`config.mk`:
```
export PLATFORM = sky130hd
export DESIGN_NAME = top_share_arb_flat
export DESIGN_NICKNAME = d
export VERILOG_FILES = /design/src/rtl/top_share_arb_pkg.sv /design/src/rtl/top_share_arb_if.sv /design/src/rtl/top_share_arb_rr_arb.sv /design/src/rtl/top_share_arb.sv /design/src/flat_wrapper.sv
export SDC_FILE = /design/constraint.sdc
export NUM_CORES = 1
export LEC_CHECK = 0
export CORE_MARGIN = 4
export CORE_UTILIZATION = 44
export DETAILED_ROUTE_END_ITERATION = 10
export PLACE_DENSITY = 0.81
export SLEW_MARGIN = 10
export SYNTH_ARGS = -nofsm -noshare
export SYNTH_HDL_FRONTEND = slang
export SYNTH_SLANG_ARGS = --single-unit
```
`constraint.sdc`:
```
create_clock -name clk -period 2.3 [get_ports clk]
set_input_delay 0.46 -clock clk [delete_from_list [all_inputs] [get_ports clk]]
set_output_delay 0.46 -clock clk [all_outputs]
set_load 0.02 [all_outputs]
```
`src/rtl/top_share_arb_pkg.sv`:
```
// Shared types and constants for the round-robin scheduler in front of the shared `top` datapath.
package top_share_arb_pkg;

  // Tag ids are sized for the largest supported requester count, so one tag type serves every NUM_REQ.
  localparam int   MAX_REQ      = 8;
  localparam int   ID_W         = (MAX_REQ > 1) ? $clog2(MAX_REQ) : 1;
  localparam logic IDLE_VAL_DEF = 1'b0;

  typedef struct packed {
    logic            vld;
    logic [ID_W-1:0] id;
  } tag_t;

  function automatic logic [ID_W-1:0] next_ptr(input logic [ID_W-1:0] cur, input int n);
    if (int'(cur) >= n - 1) return '0;
    return cur + ID_W'(1);
  endfunction

endpackage

```
`src/rtl/top_share_arb_if.sv`:
```
// Requester-side bundle: operation request/grant handshake and the response strobe.
interface top_share_arb_if #(
  parameter int NUM_REQ = 4
);
  logic               en;
  logic [NUM_REQ-1:0] req_vld;
  logic [NUM_REQ-1:0] req_in0;
  logic [NUM_REQ-1:0] req_in1;
  logic [NUM_REQ-1:0] req_rdy;
  logic [NUM_REQ-1:0] rsp_vld;
  logic               rsp_data;
  logic               busy;

  modport master (
    output en, req_vld, req_in0, req_in1,
    input  req_rdy, rsp_vld, rsp_data, busy
  );

  modport slave (
    input  en, req_vld, req_in0, req_in1,
    output req_rdy, rsp_vld, rsp_data, busy
  );
endinterface

```
`src/rtl/top_share_arb_rr_arb.sv`:
```
// Combinational round-robin picker: first set request at or above ptr, else wraps to the lowest set one.
module rr_arb
  import top_share_arb_pkg::*;
#(
  parameter int NUM_REQ = 4
) (
  input  logic [NUM_REQ-1:0] req,
  input  logic [ID_W-1:0]    ptr,
  output logic [NUM_REQ-1:0] gnt,
  output logic [ID_W-1:0]    winner,
  output logic               found
);

  always_comb begin
    gnt    = '0;
    winner = '0;
    found  = 1'b0;
    for (int i = 0; i < NUM_REQ; i++) begin
      if (!found && req[i] && (ID_W'(i) >= ptr)) begin
        found  = 1'b1;
        winner = ID_W'(i);
      end
    end
    // Wrap-around pass only matters when nothing at or above ptr is requesting.
    for (int i = 0; i < NUM_REQ; i++) begin
      if (!found && req[i]) begin
        found  = 1'b1;
        winner = ID_W'(i);
      end
    end
    for (int i = 0; i < NUM_REQ; i++) begin
      gnt[i] = found && (winner == ID_W'(i));
    end
  end

endmodule

```
`src/rtl/top_share_arb.sv`:
```
// Time-shares one `top` datapath among NUM_REQ requesters; a tag pipeline matched to LAT routes results back.
module top_share_arb
  import top_share_arb_pkg::*;
#(
  parameter int   NUM_REQ  = 4,
  parameter int   LAT      = 1,
  parameter logic IDLE_VAL = IDLE_VAL_DEF
) (
  input  logic           clk,
  input  logic           rst,
  top_share_arb_if.slave bus,
  output logic           top_in0,
  output logic           top_in1,
  input  logic           top_out
);

  logic [NUM_REQ-1:0] req_mask;
  logic [NUM_REQ-1:0] gnt;
  logic [ID_W-1:0]    winner;
  logic               found;
  logic [ID_W-1:0]    ptr_q;

  tag_t               tag_p [LAT+1];
  logic [NUM_REQ-1:0] rsp_vld_n;
  logic [NUM_REQ-1:0] rsp_vld_q;
  logic               rsp_data_q;
  logic               busy_c;

  assign req_mask = bus.en ? bus.req_vld : '0;

  rr_arb #(
    .NUM_REQ (NUM_REQ)
  ) u_arb (
    .req    (req_mask),
    .ptr    (ptr_q),
    .gnt    (gnt),
    .winner (winner),
    .found  (found)
  );

  // The grant is combinational on req_vld, so it is masked while reset is held.
  assign bus.req_rdy = rst ? '0 : gnt;

  // Stage 0: launch the granted operand pair into `top`
  always_ff @(posedge clk or posedge rst) begin
    if (rst) begin
      ptr_q   <= '0;
      top_in0 <= IDLE_VAL;
      top_in1 <= IDLE_VAL;
    end else if (found) begin
      top_in0 <= |(gnt & bus.req_in0);
      top_in1 <= |(gnt & bus.req_in1);
      ptr_q   <= next_ptr(winner, NUM_REQ);
    end else begin
      top_in0 <= IDLE_VAL;
      top_in1 <= IDLE_VAL;
    end
  end

  // Stages 0..LAT: tag shift register, never stalls
  always_ff @(posedge clk or posedge rst) begin
    if (rst) begin
      for (int s = 0; s <= LAT; s++) tag_p[s] <= '0;
    end else begin
      tag_p[0] <= '{vld: found, id: winner};
      for (int s = 1; s <= LAT; s++) tag_p[s] <= tag_p[s-1];
    end
  end

  always_comb begin
    rsp_vld_n = '0;
    for (int i = 0; i < NUM_REQ; i++) begin
      rsp_vld_n[i] = tag_p[LAT].vld && (tag_p[LAT].id == ID_W'(i));
    end
  end

  always_comb begin
    busy_c = 1'b0;
    for (int s = 0; s <= LAT; s++) busy_c = busy_c | tag_p[s].vld;
  end

  // Final stage: sample `top` output and steer it to the originating requester
  always_ff @(posedge clk or posedge rst) begin
    if (rst) begin
      rsp_vld_q  <= '0;
      rsp_data_q <= 1'b0;
    end else begin
      rsp_vld_q  <= rsp_vld_n;
      rsp_data_q <= top_out;
    end
  end

  assign bus.rsp_vld  = rsp_vld_q;
  assign bus.rsp_data = rsp_data_q;
  assign bus.busy     = busy_c;

endmodule

```
`src/flat_wrapper.sv`:
```
// flat-port wrapper written by rule: the top's interface ports become plain ports
module top_share_arb_flat import top_share_arb_pkg::*;
#(
  parameter int   NUM_REQ  = 4,
  parameter int   LAT      = 1,
  parameter logic IDLE_VAL = IDLE_VAL_DEF
)
  (clk, rst, top_in0, top_in1, top_out, bus_en, bus_req_vld, bus_req_in0, bus_req_in1, bus_req_rdy, bus_rsp_vld, bus_rsp_data, bus_busy);
  top_share_arb_if #(.NUM_REQ(NUM_REQ)) bus_i ();
  input  logic clk;
  input  logic rst;
  output logic top_in0;
  output logic top_in1;
  input  logic top_out;
  input wire logic [$bits(bus_i.en)-1:0] bus_en;
  input wire logic [$bits(bus_i.req_vld)-1:0] bus_req_vld;
  input wire logic [$bits(bus_i.req_in0)-1:0] bus_req_in0;
  input wire logic [$bits(bus_i.req_in1)-1:0] bus_req_in1;
  output wire logic [$bits(bus_i.req_rdy)-1:0] bus_req_rdy;
  output wire logic [$bits(bus_i.rsp_vld)-1:0] bus_rsp_vld;
  output wire logic [$bits(bus_i.rsp_data)-1:0] bus_rsp_data;
  output wire logic [$bits(bus_i.busy)-1:0] bus_busy;
  assign bus_i.en = bus_en;
  assign bus_i.req_vld = bus_req_vld;
  assign bus_i.req_in0 = bus_req_in0;
  assign bus_i.req_in1 = bus_req_in1;
  assign bus_req_rdy = bus_i.req_rdy;
  assign bus_rsp_vld = bus_i.rsp_vld;
  assign bus_rsp_data = bus_i.rsp_data;
  assign bus_busy = bus_i.busy;
  top_share_arb #(.NUM_REQ(NUM_REQ), .LAT(LAT), .IDLE_VAL(IDLE_VAL)) u_core (.clk(clk), .rst(rst), .bus(bus_i), .top_in0(top_in0), .top_in1(top_in1), .top_out(top_out));
endmodule
```
==> GITHUB_STEP_SUMMARY <==
### Yosys + OpenROAD results

| Metric | Value |
|---|---|
| XORs/XNORs by Area | 0% |
| Mux frac, synth | 0% |
| Cycle use final | 97.32% |
| # Cells Yosys | 58 |
| Met2 Resource Use GR | between 20% and 30% |
| Chip area in the Yosys report | 691.9 sq um |
| Status | finished, final reports clean |
| Basic Gates by Area | 18.99% |
| Finished Cell Area | 1145 sq um |
| Critical Path AT | 1.78 ns |
| Initial antenna violation count | 0 |
| Unique masters post-synth | 24 |
| Synth Register Bits | 15 |
| Total Power | 733.6 uW |
| Hold_sp | u_core.tag_p[5]$_DFF_PP0_ |
| Post-Synth Adder-Cell Area | 3.617% |
| Pre-CTS setup slack | -0.7109 ns |
| Init Core Util | 46.47% |
| Gr busiest metal | met2 |
| Synth top area cells | dfrtp_1, ha_1, o211ai_1, o221a_1, nand3_1 |
| Dominant comb cell | simple AND/OR/NAND/NOR gates |
| # H-tree levels | 1 |
| Comb gate area | between 300 and 400 sq um |
| YS warnings | 0 |
| Comb group | between 200 and 300 uW |
| TritonCTS clock tree | yes |
| Residual DRC count | 0 |
| Setup crit end kind | output port |
| Post-DRT Antenna Nets | 0 |
| Post-Synth AOI/OAI Area | 16.82% |
| Sequential share of power | between 40% and 50% |
| WP buf/inv | 3 |
| DIE AREA | 2271 sq um |
| Layout cells sized above 1 | 37.50% |
| Area growth syn-to-layout | 65.46% |
| P_leak | 0.5430 nW |
| P_clk | 142 uW |
| Grt ovf | 0 |
| Top layer in use | met3 |
worst max path at each step:
stage	start	end	slack [ns]	cells past startpoint
CTS	bus_req_vld[0]	bus_req_rdy[0]	-0.001	8
detailed placement	bus_req_vld[0]	bus_req_rdy[3]	-0.71	7
global placement	bus_req_vld[0]	bus_req_rdy[0]	-0.67	8
finish	bus_req_vld[0]	bus_req_rdy[0]	0.06	8
floorplan	bus_req_vld[0]	bus_req_rdy[0]	0.35	6
global route	u_core.ptr_q[1]$_DFFE_PP0N_	bus_req_rdy[3]	-0.02	6
timing repair:
action | 4_1_cts | 5_1_grt
endpoints found under the setup margin | 4 | 3
setup buffers | 2 | 1
resized | 31 | 7
pin swaps | 5 | 4
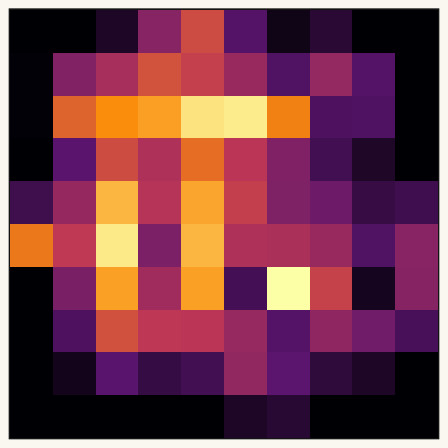
route_heat.png
10 x 10 tiles, from black (low) to pale yellow (high), scaled to the fullest tile. Values are wire area over tile area, all layers added.
mean over tiles: 0.11
fullest tile: 0.34
tiles over half the peak: 24%
nearly empty tiles: 22%
Routed WL: 1592 um
GRT Total Usage: 15.77%
DR vias: 615
DR WL/cell: 13.27 um

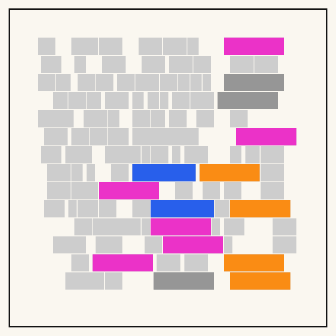
ff_map.png
Other sequential cells in the stronger gray, the rest of the logic in the fainter gray.
[blue] u_core.ptr_q | placed flops: 2
[orange] u_core.bus.rsp_vld | placed flops: 4
[magenta] u_core.tag_p | placed flops: 6
not colored: 3
sequential power: 330 uW
Reg area: 377.9 sq um
Seq area share: 33.01%

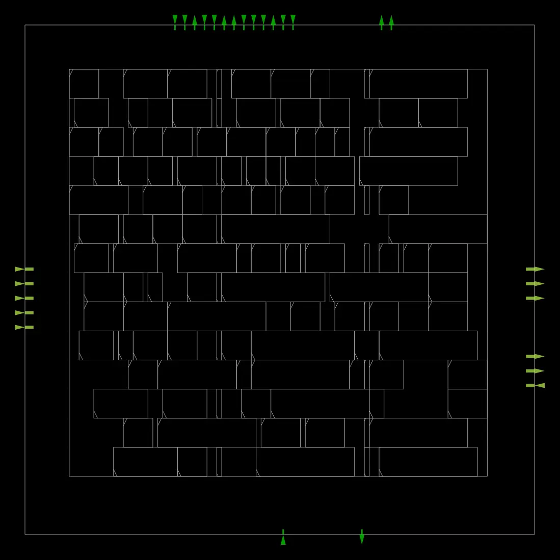
placed.png
Site Rows: 14
area of the core: 1489 sq um
fill cell count: 106
Flops: 15
tap cells: 16

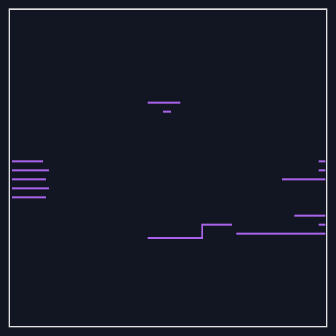
m3.png
nets with wire on the layer: 14
wire length on this layer: 70.3 um
GR Layer Usage met3: 2.256%

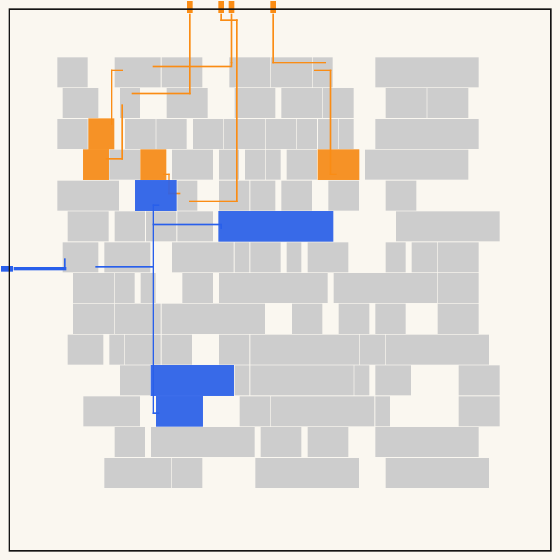
port_trees.png
[blue] bus_en | bits: 1 | direction: input | edge: west | end cells: 4 | buffers: 1 | wire: 35.9 um
[orange] bus_req_rdy | bits: 4 | direction: output | edge: north | end cells: 4 | buffers: 4 | wire: 80.3 um
I/O pin total: 28
Port Buffers: 27

Power and IR drop assume default switching activity.
